run_1/logic_types.png
Scale: 6 px per µm.
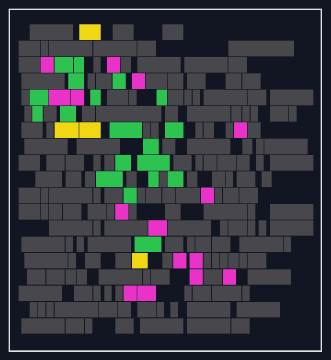
run_1/io_fan.png
Scale: 8 px per µm.
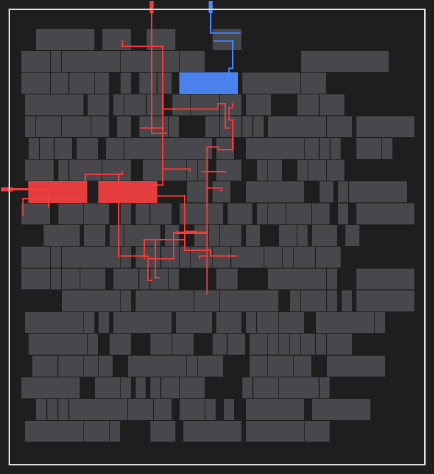
run_1/clocks.png
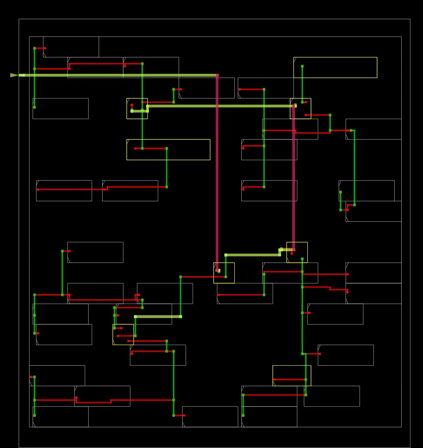
==> config.mk <==
export PLATFORM = sky130hd
export DESIGN_NAME = tick_rate_sel_flat
export DESIGN_NICKNAME = d
export VERILOG_FILES = /design/src/rtl/clk_rate_pkg.sv /design/src/rtl/tick_rate_sel_if.sv /design/src/rtl/tick_counter.sv /design/src/rtl/tick_rate_sel.sv /design/src/flat_wrapper.sv
export SDC_FILE = /design/constraint.sdc
export NUM_CORES = 1
export LEC_CHECK = 0
export CORE_ASPECT_RATIO = 1.1
export CORE_UTILIZATION = 62
export CTS_CLUSTER_SIZE = 8
export DETAILED_ROUTE_END_ITERATION = 6
export PLACE_DENSITY = 0.89
export SKIP_LAST_GASP = 1
export SYNTH_ARGS = -nofsm -noshare
export SYNTH_HDL_FRONTEND = slang
export SYNTH_SLANG_ARGS = --single-unit
export TNS_END_PERCENT = 10
==> constraint.sdc <==
create_clock -name clk -period 4.84 [get_ports clk]
set_input_delay 0.484 -clock clk [delete_from_list [all_inputs] [get_ports clk]]
set_output_delay 0.484 -clock clk [all_outputs]
set_load 0.03 [all_outputs]
==> results_dict.tcl, run 1 <==
# metrics dict for downstream scripts
set metrics [dict create \
    areaGrowthSynthToFinish_pct 12.5 \
    htreeDepth 2 \
    ys_sh_xor_pct 14.0 \
    hold_depth 2 \
    setup_slack_ns 2.22 \
    busiest_layer "met2" \
    muxShareOfSynthArea_pct 0.593 \
    ys_area_um2 1690 \
    flop_cell "dfxtp_1" \
    place_inst 230 \
    met3_usage_pct 8.40 \
    power_mw 0.612 \
    ys_warn_count 0 \
    nonClockInverterCount 8 \
    clk_share_pct 5.86 \
    syn_inst 197 \
    synth_flops 34 \
    cts_tree "built" \
    cts_resized 0 \
    drtPass1Iterations 4 \
    die-width_um 51.8 \
    final_util_pct 74.7 \
    status "completed" \
    core_um2 2540 \
    async_flop_share_pct 0 \
    rrSetupSlack_ns 2.22 \
    holdWs_ns 0.544 \
    place_ws_ns 2.05 \
    via_per_inst 5.99 \
    fp_nets 204 \
    syn_area_per_cell_um2 8.57 \
    numCtsBuffers 5 \
    cp-end-kind "flip-flop" \
    worstPathArrival_ns 2.80 \
    ys_sh_aoi_pct 11.6 \
    layout_top_cell "dfxtp_1" \
    final-max-slew-violation-count 0 \
    crit_type "reg -> reg" \
    fill_cells 166 \
    syn-cell-area_um2 1690 \
    grt_util_all_layers_pct 26.6 \
    ys_seq_share_pct 40.3 \
    global_route.usage.met2_pct 44.2 \
    holdBufCountCts 0 \
    cts_root_buffer "clkbuf_4" \
    postPlaceCellArea_um2 1790 \
    top_layer_used "met4" \
    power_density_nw_per_um2 322 \
    fin_setup_tns_ns 0 \
    tightest_slew_ns 1.07 \
    edf_count 0 \
    hold_path_class "reg -> reg" \
    wl_met2_mm 1.70 \
    grt_pass1_vias 1349 \
]
-- logic_types.png (at the start) --
legend:
  magenta:
    family: AND and OR gates
    cells: 15
  green:
    family: inverting AOI/OAI gates
    cells: 19
    most_used: a21oi_1
  yellow:
    family: AND-OR and OR-AND gates
    cells: 4
    most_used: o211a_1
Comb/total area: 50.0%
Post-Layout Cell Count: 238

-- io_fan.png (at the start) --
legend:
  red:
    port: bus_rate_cur
    direction: output
    end_cells: 2
    buffers: 2
    wire: 177 µm
  blue:
    port: bus_tick
    direction: output
    end_cells: 1
    buffers: 1
    wire: 14.7 µm
IO Count: 10
IO buf count: 9

-- clocks.png (at the start) --
Max Clock Skew: 0.00970 ns
clock tree sinks: 34
flop count: 34
Late-Pin Clk Latency: 0.34 ns

-- run 1: logic make-up after synthesis --
| kind of cell | after synthesis |
|---|---|
| simple gates | 96 |
| fa+ha+maj | 1 |
| flops | 34 |
| compound gates | 23 |
| mux | 1 |
| xor+xnor | 27 |
| buf+inv | 15 |
-- run 1: worst max-delay path, cell delays in order, from the launching register on --
cell       delay [ns]
dfxtp_1          0.58
a21oi_1          0.14
a2111oi_2        0.40
o211ai_1         0.27
o211ai_2         0.92
nor2_1           0.14
-- run 1: synthesized netlist by cell type, drive strengths merged, types with 2 or more instances --
| cell | n | area share [%] |
|---|---|---|
| dfxtp | 34 | 40 |
| nor2 | 33 | 7.3 |
| xor2 | 19 | 9.9 |
| nand2 | 14 | 3.1 |
| inv | 8 | 1.8 |
| nand3 | 8 | 2.4 |
| xnor2 | 8 | 4.1 |
| and2 | 6 | 2.2 |
| and3 | 6 | 2.2 |
| nand3b | 6 | 2.7 |
| clkbuf | 5 | 1.1 |
| nand4 | 5 | 1.9 |
| nor3 | 5 | 1.5 |
| a21oi | 3 | 0.89 |
| nand2b | 3 | 1.1 |
| nand4b | 3 | 1.6 |
| o211ai | 3 | 1.6 |
| a211oi | 2 | 1.2 |
| buf | 2 | 0.59 |
| nor2b | 2 | 0.74 |
| o2111ai | 2 | 1.4 |
| o211a | 2 | 1.2 |
| o21ai | 2 | 0.59 |
| o22ai | 2 | 0.74 |
| o31ai | 2 | 0.89 |
-- run 1: where the power goes --
| group | leakage (nW) | total [mW] | internal [mW] | switching [mW] |
|---|---|---|---|---|
| clock | 0.0585 | 0.274 | 0.175 | 0.0992 |
| sequential | 0.276 | 0.295 | 0.285 | 0.00969 |
| combinational | 0.352 | 0.0429 | 0.0191 | 0.0239 |
run_1/wires.png
Scale: 6 px per µm.
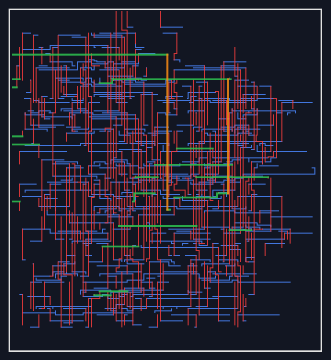

==> run 1 -> run 2 <==
--- a/config.mk
+++ b/config.mk
@@ -6,10 +6,10 @@
 export NUM_CORES = 1
 export LEC_CHECK = 0
 export CORE_ASPECT_RATIO = 1.1
-export CORE_UTILIZATION = 62
+export CORE_UTILIZATION = 58
 export CTS_CLUSTER_SIZE = 8
 export DETAILED_ROUTE_END_ITERATION = 6
-export PLACE_DENSITY = 0.89
+export PLACE_DENSITY = 0.84
 export SKIP_LAST_GASP = 1
 export SYNTH_ARGS = -nofsm -noshare
 export SYNTH_HDL_FRONTEND = slang
==> constraint.sdc (replaced) <==
create_clock -name clk -period 2.49 [get_ports clk]
set_input_delay 0.249 -clock clk [delete_from_list [all_inputs] [get_ports clk]]
set_output_delay 0.249 -clock clk [all_outputs]
set_load 0.03 [all_outputs]
run_2/wires.png
Scale: 6 px per µm.
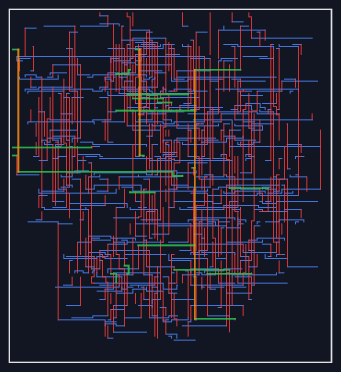
legend:
  orange:
    layer: metal 4
    wire_length: 79.6 µm
  green:
    layer: metal 3
    wire_length: 133 µm
  blue:
    layer: metal 1
    wire_length: 1480 µm
  red:
    layer: metal 2
    wire_length: 1750 µm
routed wire length: 3.44 mm
wire length per cell: 14.2 µm
routed vias: 1437

==> run 2 against run 1 <==
Non-clock buffer count up 3. Critical endpoint is now u_core.pend_valid_q$_SDFF_PN0_. Total power up 53%. Maximum frequency up 15%. Combinational power up 110%. Worst hold slack worse by 0.013 ns. First-iteration DRC count down 9.5%.
==> results_dict.tcl, run 2 <==
# metrics dict for downstream scripts
set metrics [dict create \
    status "completed" \
    seq_area_um2 682 \
    portBuffers 9 \
    syn-cell-area_um2 1690 \
    ir_drop_mv 0.344 \
    postPlaceCellArea_um2 1810 \
    slew_headroom_pct 65.0 \
    p_clk_share_pct 29.5 \
    yosysTopAreaCell "dfxtp_1" \
    ys_seq_share_pct 40.3 \
    global_route.usage.met2_pct 43.6 \
    areaGrowthSynthToFinish_pct 10.1 \
    worstPathArrival_ns 2.54 \
    drtPass1Iterations 4 \
    busiest_layer "met2" \
    die-width_um 53.5 \
    fp_nets 204 \
    area_leaders "dfxtp_1 40%, xor2_1 9.9%, nor2_1 7.3%, xnor2_1 4.1%, nand2_1 3.1%" \
    ys_warn_count 0 \
    worstPathMaxFanout 10 \
    core_um2 2780 \
    ant_nets 0 \
    fill_cells 244 \
    clk_latency_ns 0.34 \
    hold_viol_final 0 \
    syn_area_per_cell_um2 8.57 \
    fp-utilization_pct 60.8 \
    numClockSinks 34 \
    power_density_nw_per_um2 504 \
    final-max-slew-violation-count 0 \
    yosys_cells 197 \
    met3_usage_pct 8.53 \
    cp-end-kind "flip-flop" \
    place_ws_ns 0.126 \
    final_util_pct 67.0 \
    pwr-share-seq_pct 61.1 \
    finalClockPeriodUsage_pct 91.4 \
    mostFrequentLayoutCells "33 x nor2_1, 33 x dfxtp_1, 19 x xor2_1" \
    grt_pass1_wl_mm 5.75 \
    fin_setup_tns_ns 0 \
    edf_count 0 \
    power_mw 0.939 \
    setup_slack_ns 0.215 \
    cts_root_buffer "clkbuf_4" \
    yosysTopAreaCellShare_pct 40.3 \
    antenna_found_initial 0 \
    ys_area_um2 1690 \
    io-pin-count 10 \
    synth.most_common_cell "dfxtp_1" \
    antenna_cells 0 \
    synth_flops 34 \
    clk_path_buf_depth 2 \
    p_sw_mw 0.238 \
    tightest_slew_ns 0.521 \
    p_sw_share_pct 25.3 \
    rrSetupSlack_ns 0.22 \
    crit_type "reg -> reg" \
    worstPathRequired_ns 2.75 \
    hold_depth 3 \
    htreeDepth 2 \
    via_per_inst 5.94 \
    synthTopCellsByCount "34 x dfxtp_1, 33 x nor2_1, 19 x xor2_1" \
    grt_pass1_vias 1337 \
    syn_inst 197 \
    cts_tree "built" \
    hold_path_class "in -> reg" \
    async_flop_share_pct 0 \
    power_frac_comb_pct 9.4 \
    finalSetupViolCount 0 \
    grt_util_all_layers_pct 25.5 \
    flop_cell "dfxtp_1" \
    finalInstanceArea_um2 1860 \
    internal-power_mw 0.701 \
]
run_2/clocks.png
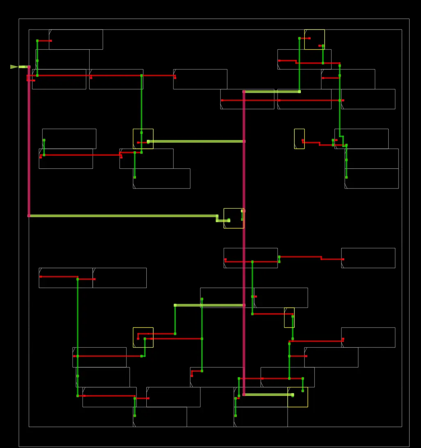
clk_buf instances: 7
Clock net power: 0.277 mW
Num CTS Buffers: 5
Max Clock Skew: 0.00430 ns

[run 2: cell counts after synthesis]
No cell type changed its count.
[run 2: through the flow]
| stage | hold WS (ns) | cells |
|---|---|---|
| after floorplan | 0.364 | 197 |
| after global routing | 0.534 | 242 |
| after CTS | 0.519 | 242 |
| after global placement | 0.499 | 235 |
| final | 0.530 | 242 |
| after detailed placement | 0.520 | 235 |
[run 2: layer usage]
metal	part of all wire (%)	wire, µm
met3	3.9	133
met2	51	1750
met5	0	0
met1	43	1480
met4	2.3	79
[run 2: repair_timing]
item / in CTS / in global routing
buffers inserted: 0 / 0
hold buffers: 0 / 0
endpoints found under the hold margin: 0 / 0
setup endpoints to repair: 0 / 1
gates resized: 0 / 1
[run 2: area by class of cell]
cell class	instances	share of cell area, %
clock buffer	7	2.42
multi-input combinational	148	51.0
inverter	8	1.61
timing repair buffer	12	6.05
tap	33	2.22
sequential	34	36.7
[run 2: logic make-up after synthesis]
| logic type | count (synthesis) | synth area share (%) |
|---|---|---|
| compound gates | 23 | 11.6 |
| xor+xnor | 27 | 14.0 |
| fa+ha+maj | 1 | 0.741 |
| buf+inv | 15 | 3.48 |
| flops | 34 | 40.3 |
| mux | 1 | 0.593 |
| simple gates | 96 | 29.3 |
[run 2: worst max-delay path, stage by stage, from the launching register on]
cell and delay (ns):
dfxtp_1 0.51, a21oi_1 0.09, a2111oi_2 0.39, o211ai_1 0.28, o211a_1 0.32, or4b_1 0.53
o2111ai_1 0.08
[run 2: power by group through the flow]
stage / clock network (mW) / logic (mW) / registers [mW]
after floorplan: 0 / 0.0574 / 0.583
after global placement: 0 / 0.0835 / 0.584
after detailed placement: 0 / 0.0875 / 0.585
after CTS: 0.284 / 0.0878 / 0.572
after global routing: 0.306 / 0.0960 / 0.577
final: 0.277 / 0.0882 / 0.574
Power figures rest on the tool's default switching activity, not on a simulated workload.
